--- src/rtl/lift_c_pkg.sv ---
// Shared definitions for the lift_c elevator controller.
// Optional build macro: LIFTC_DOOR_DWELL_EN (multi-cycle door dwell).
package lift_c_pkg;

  localparam int NUM_FLOORS   = 64;
  localparam int FLOOR_W      = 7;
  localparam int DWELL_CYCLES = 4;

  typedef enum logic [1:0] {
    IDLE      = 2'd0,
    MOVE_UP   = 2'd1,
    MOVE_DOWN = 2'd2,
    DOOR_OPEN = 2'd3
  } lift_state_t;

  // Status outputs are 2-bit wide with only bit 0 ever meaningful.
  function automatic logic [1:0] status_flag(input logic on);
    return {1'b0, on};
  endfunction

endpackage

--- src/rtl/lift_c_minmax.sv ---
// Priority encoder over the pending-request bitmap: highest and lowest
// set index plus a non-empty flag. Indices read 0 when the bitmap is empty.
module lift_c_minmax
  import lift_c_pkg::*;
(
  input  logic [NUM_FLOORS-1:0] vec_i,
  output logic [5:0]            hi_o,
  output logic [5:0]            lo_o,
  output logic                  any_o
);

  // Ascending scan leaves the highest set index, descending scan the lowest.
  always_comb begin
    hi_o  = 6'd0;
    lo_o  = 6'd0;
    any_o = |vec_i;
    for (int i = 0; i < NUM_FLOORS; i++) begin
      hi_o = vec_i[i] ? 6'(i) : hi_o;
    end
    for (int i = NUM_FLOORS - 1; i >= 0; i--) begin
      lo_o = vec_i[i] ? 6'(i) : lo_o;
    end
  end

endmodule

--- src/rtl/lift_c.sv ---
// Single-car SCAN elevator controller: request bitmap, floor counter and FSM.
// Optional build macro: LIFTC_DOOR_DWELL_EN stretches DOOR_OPEN to DWELL_CYCLES.
module lift_c
  import lift_c_pkg::*;
(
  input  logic                  clk,
  input  logic                  reset,
  input  logic [FLOOR_W-1:0]    req_floor,
  output logic [1:0]            stop,
  output logic [1:0]            door,
  output logic [1:0]            Up,
  output logic [1:0]            Down,
  output logic [FLOOR_W-1:0]    current_floor,
  output logic [FLOOR_W-1:0]    max_request,
  output logic [FLOOR_W-1:0]    min_request,
  output logic [NUM_FLOORS-1:0] requests
);

  lift_state_t           state_q, state_d;
  logic [5:0]            floor_q, floor_d;
  logic                  dir_up_q, dir_up_d;
  logic [NUM_FLOORS-1:0] requests_q, requests_d;
  logic [NUM_FLOORS-1:0] set_vec_s, clr_vec_s;
  logic [5:0]            max_s, min_s, floor_up_s, floor_dn_s;
  logic                  any_s, above_s, below_s;

`ifdef LIFTC_DOOR_DWELL_EN
  localparam logic [1:0] DwellLast = 2'(DWELL_CYCLES - 1);
  logic [1:0] dwell_q, dwell_d;
`endif

  lift_c_minmax u_minmax (
    .vec_i (requests_q),
    .hi_o  (max_s),
    .lo_o  (min_s),
    .any_o (any_s)
  );

  assign floor_up_s = floor_q + 6'd1;
  assign floor_dn_s = floor_q - 6'd1;
  assign above_s    = any_s && (max_s > floor_q);
  assign below_s    = any_s && (min_s < floor_q);

  // New request decode; out-of-range floors and the car's own floor are dropped.
  always_comb begin
    set_vec_s = {NUM_FLOORS{1'b0}};
    if (!req_floor[6] && (req_floor[5:0] != floor_q)) begin
      set_vec_s[req_floor[5:0]] = 1'b1;
    end else begin
      set_vec_s = {NUM_FLOORS{1'b0}};
    end
  end

  // Next-state, floor movement and arrival clear for the SCAN FSM.
  always_comb begin
    state_d   = state_q;
    floor_d   = floor_q;
    dir_up_d  = dir_up_q;
    clr_vec_s = {NUM_FLOORS{1'b0}};
`ifdef LIFTC_DOOR_DWELL_EN
    dwell_d   = dwell_q;
`endif
    case (state_q)
      IDLE: begin
        if (above_s) begin
          state_d  = MOVE_UP;
          dir_up_d = 1'b1;
        end else if (below_s) begin
          state_d  = MOVE_DOWN;
          dir_up_d = 1'b0;
        end else begin
          state_d  = IDLE;
        end
      end
      MOVE_UP: begin
        // The bound check only matters if the bitmap were corrupted.
        if (floor_q != 6'd63) begin
          floor_d = floor_up_s;
          if (requests_q[floor_up_s]) begin
            clr_vec_s[floor_up_s] = 1'b1;
            state_d               = DOOR_OPEN;
`ifdef LIFTC_DOOR_DWELL_EN
            dwell_d               = DwellLast;
`endif
          end else begin
            state_d = MOVE_UP;
          end
        end else begin
          state_d = IDLE;
        end
      end
      MOVE_DOWN: begin
        if (floor_q != 6'd0) begin
          floor_d = floor_dn_s;
          if (requests_q[floor_dn_s]) begin
            clr_vec_s[floor_dn_s] = 1'b1;
            state_d               = DOOR_OPEN;
`ifdef LIFTC_DOOR_DWELL_EN
            dwell_d               = DwellLast;
`endif
          end else begin
            state_d = MOVE_DOWN;
          end
        end else begin
          state_d = IDLE;
        end
      end
      DOOR_OPEN: begin
`ifdef LIFTC_DOOR_DWELL_EN
        if (dwell_q != 2'd0) begin
          dwell_d = dwell_q - 2'd1;
          state_d = DOOR_OPEN;
        end else
`endif
        if (dir_up_q && above_s) begin
          state_d = MOVE_UP;
        end else if (below_s) begin
          state_d  = MOVE_DOWN;
          dir_up_d = 1'b0;
        end else if (above_s) begin
          state_d  = MOVE_UP;
          dir_up_d = 1'b1;
        end else begin
          state_d = IDLE;
        end
      end
      default: begin
        state_d = IDLE;
      end
    endcase
  end

  // Arrival clear wins over a simultaneous set of the same floor.
  assign requests_d = (requests_q | set_vec_s) & ~clr_vec_s;

  // State, position, direction and bitmap registers with synchronous reset.
  always_ff @(posedge clk) begin
    if (!reset) begin
      state_q    <= IDLE;
      floor_q    <= 6'd0;
      dir_up_q   <= 1'b1;
      requests_q <= {NUM_FLOORS{1'b0}};
    end else begin
      state_q    <= state_d;
      floor_q    <= floor_d;
      dir_up_q   <= dir_up_d;
      requests_q <= requests_d;
    end
  end

`ifdef LIFTC_DOOR_DWELL_EN
  // Door dwell counter, reloaded on each DOOR_OPEN entry.
  always_ff @(posedge clk) begin
    if (!reset) begin
      dwell_q <= 2'd0;
    end else begin
      dwell_q <= dwell_d;
    end
  end
`endif

  assign stop          = status_flag((state_q == IDLE) || (state_q == DOOR_OPEN));
  assign door          = status_flag(state_q == DOOR_OPEN);
  assign Up            = status_flag(state_q == MOVE_UP);
  assign Down          = status_flag(state_q == MOVE_DOWN);
  assign current_floor = {1'b0, floor_q};
  assign max_request   = {1'b0, max_s};
  assign min_request   = {1'b0, min_s};
  assign requests      = requests_q;

endmodule

--- config.mk ---
export PLATFORM = sky130hd
export DESIGN_NAME = lift_c
export DESIGN_NICKNAME = d
export VERILOG_FILES = /design/src/rtl/lift_c_pkg.sv /design/src/rtl/lift_c_minmax.sv /design/src/rtl/lift_c.sv
export SDC_FILE = /design/constraint.sdc
export NUM_CORES = 1
export LEC_CHECK = 0
export ABC_CLOCK_PERIOD_IN_PS = 3520
export CORE_UTILIZATION = 55
export CTS_BUF_LIST = sky130_fd_sc_hd__clkbuf_8
export CTS_CLUSTER_SIZE = 16
export DETAILED_ROUTE_END_ITERATION = 6
export GPL_TIMING_DRIVEN = 0
export PLACE_DENSITY = 0.8
export SYNTH_ARGS = -nofsm -noshare
export SYNTH_HDL_FRONTEND = slang
export SYNTH_HIERARCHICAL = 1
export SYNTH_SLANG_ARGS = --single-unit
--- constraint.sdc ---
create_clock -name clk -period 3.52 [get_ports clk]
set_input_delay 0.528 -clock clk [delete_from_list [all_inputs] [get_ports clk]]
set_output_delay 0.528 -clock clk [all_outputs]
set_load 0.02 [all_outputs]
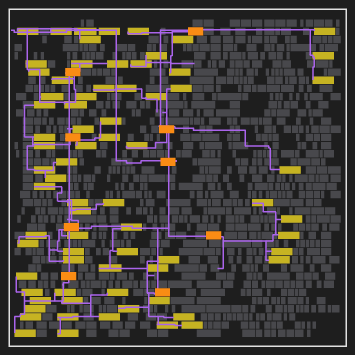
(run_1/clk_routes.png)
Drawn at 3 px/um.
Key: orange = clock drivers [count 9]; yellow = flip-flops [count 73]; purple = clock wires [length 1130 um]
There are 10 routed clock nets. Position of the flops: widely spread.
clock group share of total power: 17.0%
Post-Route Skew: 0.01681 ns

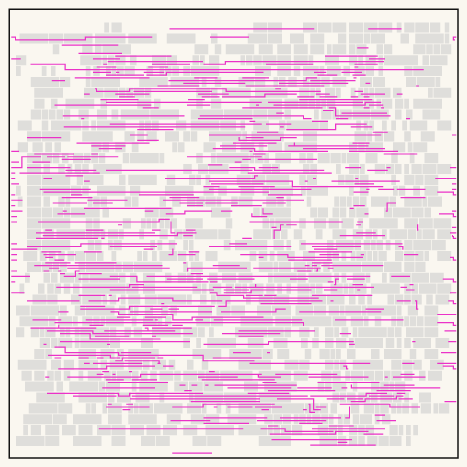
(run_1/layer_met3.png)
Drawn at 4 px/um.
The wires run mostly horizontal. The longest straight run is 89.5 um. The layer carries 4640 um of wire. 274 nets have wire on it.
Via Count: 8222
Routed WL: 29280 um

==> Changelog: implementation, run 1 <==
### Implementation results

* Outcome: complete, but fails checks
* Failing checks: design-rule violations
* Max FFs per register at 64
* Vias in the first global route at 7719
* FF-to-FF path depth at 11
* Crit path to: max_request[0]
* Post-synth EDFFs at 0
* Htree depth at 3
* Top power group: combinational cells
* Max stage delay on crit path at 0.62 ns
* Pre-CTS setup slack at -0.06746 ns
* Total track usage at 46.97%
* Power Clock at 0.707 mW
* Comb power at 2.52 mW
* Fin crit period at 3.454 ns
* Critical path endpoint category: output port
* Hold wc startpoint: dir_up_q
* GRT overflow at 0
* Largest net degree at the start of global routing at 14
* Most common logic cell in the routed design: a21oi_1
* Syn-to-layout area delta at 21.69%
* Via/cell ratio at 7.447
* Critical path data required time at 2.99 ns
* Arrival @ worst endpoint at 2.93 ns
* Final Instance Count excl. Fillers at 1104
* Hold Vio Cnt, Final at 0
* Top cells by area: dfxtp_1 22%, a21oi_1 7.5%, mux4_2 7.5%
* TritonCTS Buffers at 9
* Post-layout nets at 983
* Async S/R FF share, synth at 0%
* RSZ-0062 raised after global routing: true
* Final slew viol count at 0
* Actual slew at the worst max-slew pin at 1.236 ns
* # DRC at 20
* Worst skew pair latency at 0.39 ns
* Clock Path Buffers at 2
* Adder Area Share at 3.395%
* Chip area in the Yosys report at 6634 um^2
* M3 GR Usage at 10.29%
* Placed inst area at 7764 um^2
* Hold path cells at 2
* Ao+oa area frac at 29.63%
* Met3 wire len at 4637 um
* Most common logic cells in the final layout: 99 x a21oi_1, 89 x clkdlybuf4s50_1, 86 x nor2_1
* DR WL met2 at 12740 um
* Global-route wire length before repair at 44550 um
* M1 WL at 10290 um
* Initial DRC Count at 1615
* Commonest cells post-synth: 99 x a21oi_1, 88 x nor2_1, 73 x dfxtp_1, 50 x nand2_1, 49 x a211oi_1
* Synth Area per Inst at 7.832 um^2
* Storage cell area at 1466 um^2
* Row count at 39
* TritonCTS clock tree: yes
* Worst r2r src: floor_q[0]
* Power Sequential at 0.926 mW
* # placed instances at 1088
* Seq area share at 18.16%
* Clock root buffer: clkbuf_8
* Cell family with most CP delay: simple AND/OR/NAND/NOR gates
* Die ar. at 12500 um^2
* Critical Path, Cell by Cell: nor4_1 -> o21ai_1 -> nor4_2 -> o2111ai_1 -> nand3_1 -> clkdlybuf4s50_1
* Synth warn at 6
* Die width at 111.8 um
* Crit. Startpoint: requests[56]
* Busiest grt layer: met2
* Filler cell count at 982
* CTS Sinks at 73
* Final ANT Viol Nets at 0
* Critical Path Stages at 6
* P_sw at 2.056 mW
* Area leader, netlist: dfxtp_1
* Fraction of cell area in non-clock buffers at 14.45%
* Tcrit/Tclk final at 98.13%
* Power consumption at 4.157 mW
* Logic share of the area at 61.21%
* Top-area cell type share of the netlist area at 22.03%
* Top Ports at 102
* Tool warnings at 33
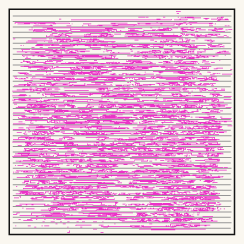
(run_1/layer_met1.png)
Drawn at 2 px/um. Supply wires on this layer in grey.
915 nets have wire on it. The longest straight run is 51.5 um.
met1 Usage GRT: 60.89%

==> run_1/clocks.png <==
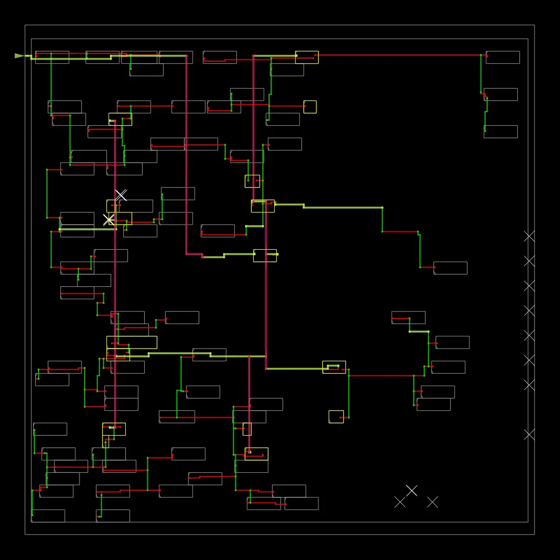

--- run 2 (diff from run 1) ---
Settings changed: GPL_TIMING_DRIVEN 0 to default, REMOVE_ABC_BUFFERS from default to 1.
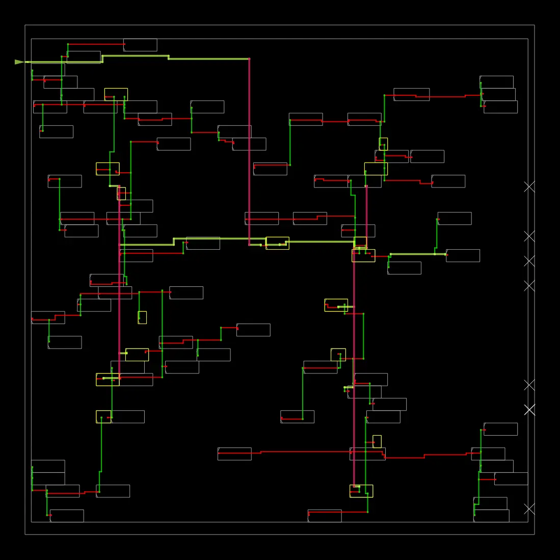
(run_2/clocks.png)
clock buffer count: 9
Power Clock: 0.619 mW
CTS Sinks: 73

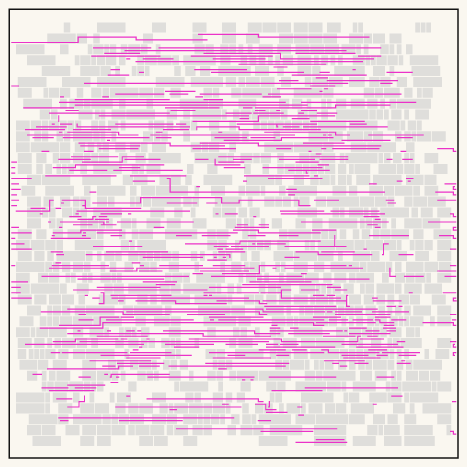
(run_2/layer_met3.png)
Drawn at 4 px/um.
Routed WL: 30140 um
M3 GR Usage: 15.57%
Via Count: 8400

==> run 2 against run 1 <==
Net effect:
- the flow still finishes with violations (design-rule violations)
- sequential power up 4.6%
- sequential share of layout area down 0.47 points
- register-to-register slack worse by 0.03 ns
- worst hold slack better by 0.021 ns
- combinational power down 4%
- non-clock buffer count up 29
- sequential cell count unchanged
- global-route usage up 0.63 points
- via count up 2.2%
- highest routed layer is now met4
==> Changelog: implementation, run 2 <==
### Implementation results

* Outcome: complete, but fails checks
* Failing checks: design-rule violations
* Simple share at 24.37%
* Most common logic cells in the final layout: 99 x a21oi_1, 92 x clkdlybuf4s50_1, 88 x nor2_1
* Final slew viol count at 0 (unchanged)
* Seq pwr share at 24.2%
* Tool warnings at 30 (-9.1%)
* Max stage delay on crit path at 0.70 ns (+0.08 ns)
* Chip area in the Yosys report at 6634 um^2 (unchanged)
* Seq area share at 17.69% (-0.47 points)
* Post-layout nets at 1012 (+3.0%)
* Yosys Instances at 847
* Die ar. at 12500 um^2 (unchanged)
* Syn-to-layout area delta at 24.82%
* Clock group share of total power at 15.5% (-1.5 points)
* Top power group: combinational cells
* Busiest grt layer: met2
* Total track usage at 47.61% (+0.63 points)
* Critical Path, Cell by Cell: nor4_1 -> nand2_1 -> o21ai_0 -> nand3_1 -> a31oi_1 -> clkdlybuf4s50_1
* Actual slew at the worst max-slew pin at 1.068 ns (-0.1684 ns)
* Power consumption at 4.006 mW (-3.6%)
* Via/cell ratio at 7.414 (-0.45%)
* Vias in the first global route at 7566 (-2.0%)
* Initial antenna violation count at 0
* Initial DRC Count at 1355 (-16%)
* Final ANT Viol Nets at 0 (unchanged)
* Yosys cell types at 81
* DR WL met2 at 12560 um (-1.5%)
* Worst r2r dst: dir_up_q
* Synth Area per Inst at 7.832 um^2 (unchanged)
* # placed instances at 1116 (+2.6%)
* TritonCTS clock tree: yes
* Synth warn at 6 (unchanged)
* Worst r2r src: requests[22]
* Hold path cells at 2 (unchanged)
* Area leader, netlist: dfxtp_1
* Ao+oa area frac at 29.63% (unchanged)
* Top-area cell type share of the netlist area at 22.03% (unchanged)
* Power Sequential at 0.969 mW (+4.6%)
* Pre-CTS setup slack at -0.04055 ns (+0.02691 ns)
* Adder Area Share at 3.395% (unchanged)
* Placed inst area at 8071 um^2 (+4.0%)
* Max FFs per register at 64 (unchanged)
* Most common logic cell in the routed design: a21oi_1
* Final Instance Count excl. Fillers at 1133 (+2.6%)
* Crit. Startpoint: requests[52]
* Post-synth EDFFs at 0 (unchanged)
* Async S/R FF share, synth at 0% (unchanged)
* Clock root buffer: clkbuf_8
* Post-Route Skew at 0.01913 ns (+0.002320 ns)
* RSZ-0062 raised after global routing: false
* Tcrit/Tclk final at 98.36% (+0.23 points)
* Row count at 39 (unchanged)
* Hold wc startpoint: dir_up_q
* # DRC at 8 (-60%)
* Worst skew pair latency at 0.38 ns (about the same)
* Global-route wire length before repair at 44700 um (+0.34%)
* M1 WL at 10750 um (+4.5%)
* Layout cells sized above 1 at 15.76%
* Storage cell area at 1465 um^2 (about the same)
* Top cells by area: dfxtp_1 22%, a21oi_1 7.5%, mux4_2 7.5%
* Met1 Usage GRT at 61.21% (+0.32 points)
* Fin crit period at 3.462 ns (+0.008139 ns)
* Die width at 111.8 um (unchanged)
* Arrival @ worst endpoint at 2.93 ns (about the same)
* Core Util, Final at 71.60%
* FF-to-FF path depth at 13 (+2)
* Crit path to: min_request[3]
* Ys flops at 73
* WL/cell at 26.60 um
* Hold-fix buffers, CTS at 0
* Clock Path Buffers at 2 (unchanged)
* Comb power at 2.42 mW (-4%)
* Logic share of the area at 58.60% (-2.6 points)
* Filler cell count at 945 (-3.8%)
* Met3 wire len at 4752 um (+2.5%)
* P_sw at 1.973 mW (-4.1%)
* Largest net degree at the start of global routing at 42 (+28)
* Non-CTS inverters at 34
* Cell family with most CP delay: simple AND/OR/NAND/NOR gates
* TritonCTS Buffers at 9 (unchanged)
* Hold Vio Cnt, Final at 0 (unchanged)
* Cell with the most instances after synthesis: a21oi_1
* Htree depth at 3 (unchanged)
* Commonest cells post-synth: 99 x a21oi_1, 88 x nor2_1, 73 x dfxtp_1, 50 x nand2_1, 49 x a211oi_1
* Critical path data required time at 2.99 ns (about the same)
* Top Ports at 102 (unchanged)
* Critical Path Stages at 6 (unchanged)
* Fraction of cell area in non-clock buffers at 17.97% (+3.5 points)
* Critical path endpoint category: output port
Power is estimated from default activity; no workload was simulated.
